==> images/pdn.png <==
Pins as bars on the die edge. Tap cells in grey.
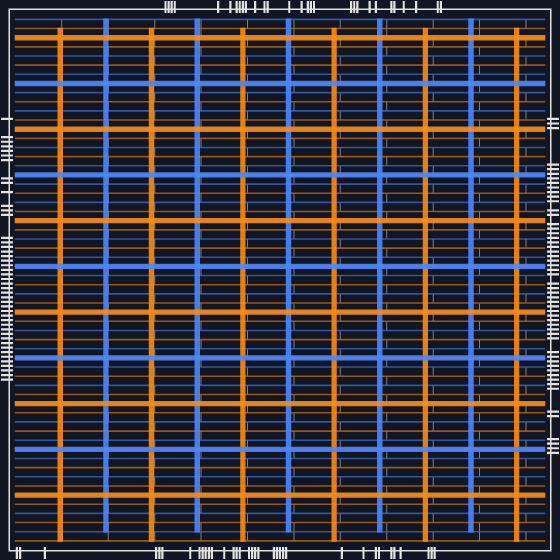
==> images/final_placement.png <==
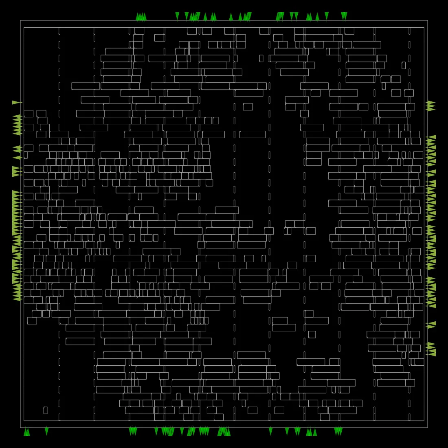
==> images/cell_classes.png <==
The bar under the picture is 50 um long. Fill, decap, tap and diode cells in grey.
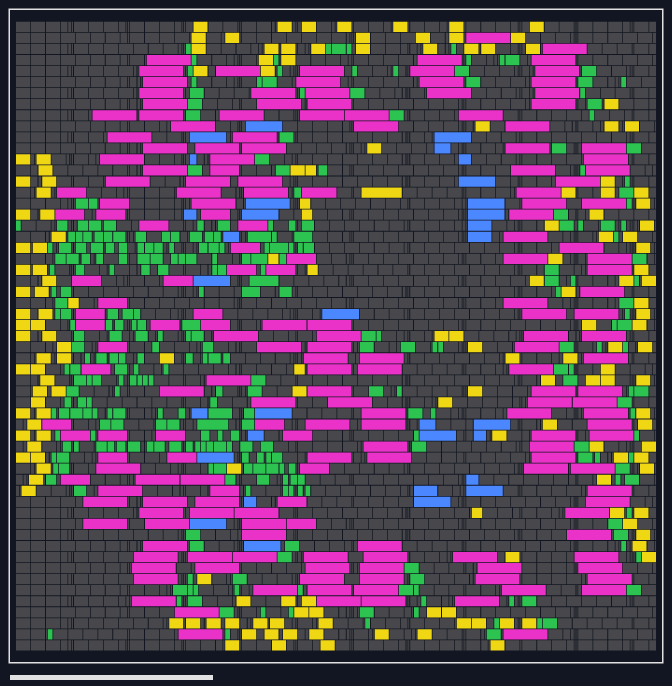
==> images/clock_map.png <==
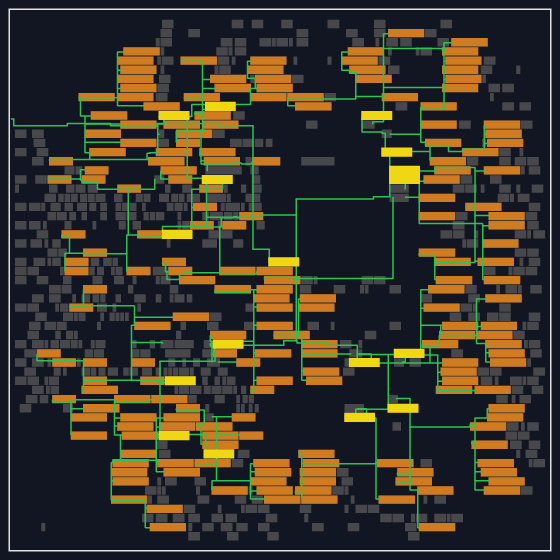
==> src/rtl/fetch_unit_if.sv <==
// Fetch-stage bus: ROM address/data, redirect request and the decode-facing
// valid/ready instruction channel.
interface fetch_unit_if;
  logic [29:0] imem_pc;
  logic [31:0] imem_inst;
  logic        redirect_valid;
  logic [31:0] redirect_pc;
  logic        out_valid;
  logic        out_ready;
  logic [31:0] out_inst;
  logic [31:0] out_pc;

  modport master (
    output imem_pc,
    input  imem_inst,
    input  redirect_valid,
    input  redirect_pc,
    output out_valid,
    input  out_ready,
    output out_inst,
    output out_pc
  );

  modport slave (
    input  imem_pc,
    output imem_inst,
    output redirect_valid,
    output redirect_pc,
    input  out_valid,
    output out_ready,
    input  out_inst,
    input  out_pc
  );
endinterface

==> src/rtl/fetch_unit.sv <==
// Instruction fetch stage: drives the synchronous-read ROM address, tracks the
// single in-flight read and buffers returned {pc, inst} pairs for decode.
module fetch_unit #(
  parameter logic [31:0] RESET_PC = 32'h0000_0000
) (
  input logic          clk,
  input logic          rst,
  fetch_unit_if.master bus
);

  logic [31:0] fetch_pc_q, fetch_pc_d;
  logic        req_valid_q, req_valid_d;
  logic [31:0] req_pc_q;
  logic [31:0] fifo_pc_q   [2];
  logic [31:0] fifo_inst_q [2];
  logic        wr_ptr_q, wr_ptr_d;
  logic        rd_ptr_q, rd_ptr_d;
  logic [1:0]  count_q, count_d;
  logic        pop;
  logic        push;
  logic        issue;
  logic [2:0]  occupancy;

  assign bus.out_valid = (count_q != 2'd0);
  assign pop           = bus.out_valid && bus.out_ready;
  assign push          = req_valid_q;

  // Entries held after this edge, with the outstanding read counted as a
  // reserved slot; a new read is only launched if a slot remains for it.
  assign occupancy = {1'b0, count_q} + {2'b0, req_valid_q} - {2'b0, pop};
  assign issue     = (occupancy <= 3'd1);

  assign bus.imem_pc  = fetch_pc_q[31:2];
  assign bus.out_pc   = bus.out_valid ? fifo_pc_q[rd_ptr_q]   : 32'd0;
  assign bus.out_inst = bus.out_valid ? fifo_inst_q[rd_ptr_q] : 32'd0;

  always_comb begin
    fetch_pc_d  = fetch_pc_q;
    req_valid_d = 1'b0;
    wr_ptr_d    = wr_ptr_q;
    rd_ptr_d    = rd_ptr_q;
    count_d     = count_q;
    if (bus.redirect_valid) begin
      fetch_pc_d = {bus.redirect_pc[31:2], 2'b00};
      wr_ptr_d   = 1'b0;
      rd_ptr_d   = 1'b0;
      count_d    = 2'd0;
    end else begin
      if (issue) begin
        req_valid_d = 1'b1;
        fetch_pc_d  = fetch_pc_q + 32'd4;
      end
      if (push) begin
        wr_ptr_d = ~wr_ptr_q;
      end
      if (pop) begin
        rd_ptr_d = ~rd_ptr_q;
      end
      count_d = occupancy[1:0];
    end
  end

  always_ff @(posedge clk) begin
    if (rst) begin
      fetch_pc_q  <= RESET_PC;
      req_valid_q <= 1'b0;
      wr_ptr_q    <= 1'b0;
      rd_ptr_q    <= 1'b0;
      count_q     <= 2'd0;
    end else begin
      fetch_pc_q  <= fetch_pc_d;
      req_valid_q <= req_valid_d;
      wr_ptr_q    <= wr_ptr_d;
      rd_ptr_q    <= rd_ptr_d;
      count_q     <= count_d;
    end
  end

  // Data path carries no reset; stale contents are masked by count/req_valid.
  always_ff @(posedge clk) begin
    if (issue && !bus.redirect_valid) begin
      req_pc_q <= fetch_pc_q;
    end
    if (push && !bus.redirect_valid) begin
      fifo_pc_q[wr_ptr_q]   <= req_pc_q;
      fifo_inst_q[wr_ptr_q] <= bus.imem_inst;
    end
  end

  always_ff @(posedge clk) begin
    if (!rst) begin
      assert ({1'b0, count_q} + {2'b0, req_valid_q} <= 3'd2);
    end
  end

endmodule

==> src/flat_wrapper.sv <==
// flat-port wrapper written by rule: the top's interface ports become plain ports
module fetch_unit_flat 
#(
  parameter logic [31:0] RESET_PC = 32'h0000_0000
)
  (clk, rst, bus_imem_pc, bus_imem_inst, bus_redirect_valid, bus_redirect_pc, bus_out_valid, bus_out_ready, bus_out_inst, bus_out_pc);
  fetch_unit_if bus_i ();
  input logic clk;
  input logic rst;
  output wire logic [$bits(bus_i.imem_pc)-1:0] bus_imem_pc;
  input wire logic [$bits(bus_i.imem_inst)-1:0] bus_imem_inst;
  input wire logic [$bits(bus_i.redirect_valid)-1:0] bus_redirect_valid;
  input wire logic [$bits(bus_i.redirect_pc)-1:0] bus_redirect_pc;
  output wire logic [$bits(bus_i.out_valid)-1:0] bus_out_valid;
  input wire logic [$bits(bus_i.out_ready)-1:0] bus_out_ready;
  output wire logic [$bits(bus_i.out_inst)-1:0] bus_out_inst;
  output wire logic [$bits(bus_i.out_pc)-1:0] bus_out_pc;
  assign bus_imem_pc = bus_i.imem_pc;
  assign bus_i.imem_inst = bus_imem_inst;
  assign bus_i.redirect_valid = bus_redirect_valid;
  assign bus_i.redirect_pc = bus_redirect_pc;
  assign bus_out_valid = bus_i.out_valid;
  assign bus_i.out_ready = bus_out_ready;
  assign bus_out_inst = bus_i.out_inst;
  assign bus_out_pc = bus_i.out_pc;
  fetch_unit #(.RESET_PC(RESET_PC)) u_core (.clk(clk), .rst(rst), .bus(bus_i));
endmodule
==> config.mk <==
export PLATFORM = sky130hd
export DESIGN_NAME = fetch_unit_flat
export DESIGN_NICKNAME = d
export VERILOG_FILES = /design/src/rtl/fetch_unit_if.sv /design/src/rtl/fetch_unit.sv /design/src/flat_wrapper.sv
export SDC_FILE = /design/constraint.sdc
export NUM_CORES = 1
export LEC_CHECK = 0
export CAP_MARGIN = 20
export CORE_UTILIZATION = 30
export CTS_CLUSTER_DIAMETER = 100
export DETAILED_ROUTE_END_ITERATION = 8
export PLACE_DENSITY = 0.57
export SLEW_MARGIN = 10
export SYNTH_ARGS = -nofsm -noshare
export SYNTH_HDL_FRONTEND = slang
export SYNTH_SLANG_ARGS = --single-unit
==> constraint.sdc <==
create_clock -name clk -period 10.3 [get_ports clk]
set_input_delay 3.09 -clock clk [delete_from_list [all_inputs] [get_ports clk]]
set_output_delay 3.09 -clock clk [all_outputs]
set_load 0.05 [all_outputs]
==> metrics.csv <==
stage;metric;value;unit
outcome;status;complete, no violations;
worst_setup_path;kind of critical path;in -> reg;
place;Placed Cells;998;
final_timing;clock skew;8.910;ps
yosys;Post-synth regs;190;
worst_hold_path;worst hold path startpoint;u_core.req_pc_q[2];
yosys;Synth cell types;36;
worst_setup_path;CP Cell Sequence;clkdlybuf4s50_1 -> nor2b_1 -> ha_1 -> inv_1 -> ha_1 -> fa_1 -> nor2_1 -> nand4_1 -> xor2_1 -> a211oi_1;
yosys;XOR Share, Synth;3.699;%
final_timing;RSZ-0062 raised after global routing;no;
final_layout;sequential cell area;0.005349;mm2
worst_setup_path;crit-path max cell delay;830;ps
yosys;top cells by count;edfxtp_1, nor2_1, mux2i_1, dfxtp_1, xor2_1;
routing;met2 WL;8.337;mm
final_layout;Nets;766;
yosys;Syn. warnings;0;
global_routing;first-pass GRT wire length;26.55;mm
final_timing;Final setup viols;0;
cts;hold-fix buffers at CTS;0;
routing;Vias;4751;
cts;CTS root buf;clkbuf_16;
yosys;top cells, area;edfxtp_1, dfxtp_1, mux2i_1, nor2_1, xor2_1;
routing;ANT nets after route;0;
global_routing;met3 Usage GRT;3.435;%
yosys;Cells after Synth;536;
yosys;MUX share of area;8.228;%
final_layout;# diodes;0;
Notes on pdn.png above:
Key: VSS = orange; VDD = blue
The core has 57 rows. 163 signal pins sit on the boundary. 324 tap cells.
Vert. Die Dim: 160.6 um
Worst VDD drop: 75.55 uV
core area: 0.02446 mm2
Die W: 160.6 um

Notes on final_placement.png above:
final non-filler cell total: 1031
# fillers: 2272
row count: 57
Tap Count: 324
flop share of the area: 52.81%

Notes on cell_classes.png above:
Key: other buffers and delay cells = yellow [cells 167, share of their area 17%]; all other logic = green [cells 318, share of their area 22%]; flip-flops = magenta [cells 190, share of their area 55%]; clock drivers and dummy loads = blue [cells 32, share of their area 6.3%]
Final Cell Area: 0.01013 mm2
Final Core Density: 41.40%

Notes on clock_map.png above:
Key: flip-flops = orange [count 190]; cells driving clock nets = yellow [count 17]; clock wires = green [length 2190 um]
Position of the flops: all over the die. There are 18 routed clock nets.

-- cell usage in the layout (no fill, tap or decap), types with 2 or more instances in the layout --
cell type / count
xor2_1: 23
and4_1: 4
clkbuf_16: 17
nand2_1: 18
buf_4: 8
nor2_1: 89
inv_1: 9
a211oi_1: 17
nor3_1: 6
and2_1: 4
o22ai_1: 6
nand3_1: 13
clkdlybuf4s50_1: 158
nor4_1: 2
inv_8: 5
edfxtp_1: 154
ha_1: 3
nand4b_1: 2
clkinv_8: 2
o21ai_0: 2
a21oi_1: 11
dfxtp_1: 35
nand4_1: 15
xnor2_1: 7
o21a_1: 2
inv_6: 5
mux2i_1: 62
conb_1: 2
a311oi_1: 2
nor3b_1: 7
-- power by group --
| group | internal, mW | switching, mW | total, mW |
|---|---|---|---|
| combinational | 0.0859 | 0.156 | 0.242 |
| sequential | 0.879 | 0.0290 | 0.908 |
| clock | 0.353 | 0.319 | 0.671 |
| total | 1.32 | 0.504 | 1.82 |
-- path summary, 6_finish.rpt --
kind                                  to  slack (ps)  cells after the start
setup / recovery   u_core.fetch_pc_q[24]        4230                     10
hold / removal    u_core.fifo_pc_q[1][2]         450                      0
setup reg to reg   u_core.fetch_pc_q[24]        6260                     11
hold reg to reg   u_core.fifo_pc_q[1][2]         450                      0
-- final cells by class --
type,instances,share of cell area [%]
multi-input combinational,308,20.32
clock inverter,15,1.816
timing repair buffer,167,16.48
sequential,190,52.81
inverter,10,0.3706
clock buffer,17,4.200
tap,324,4.002
-- registers in the layout, summed over array words and instances (netlist names), named ones only --
name / flops
u_core.fifo_inst_q: 64
u_core.fifo_pc_q: 60
u_core.fetch_pc_q: 30
u_core.req_pc_q: 30
u_core.count_q: 2
u_core.push: 1
u_core.rd_ptr_q: 1
u_core.wr_ptr_q: 1
Power and IR drop assume default switching activity.
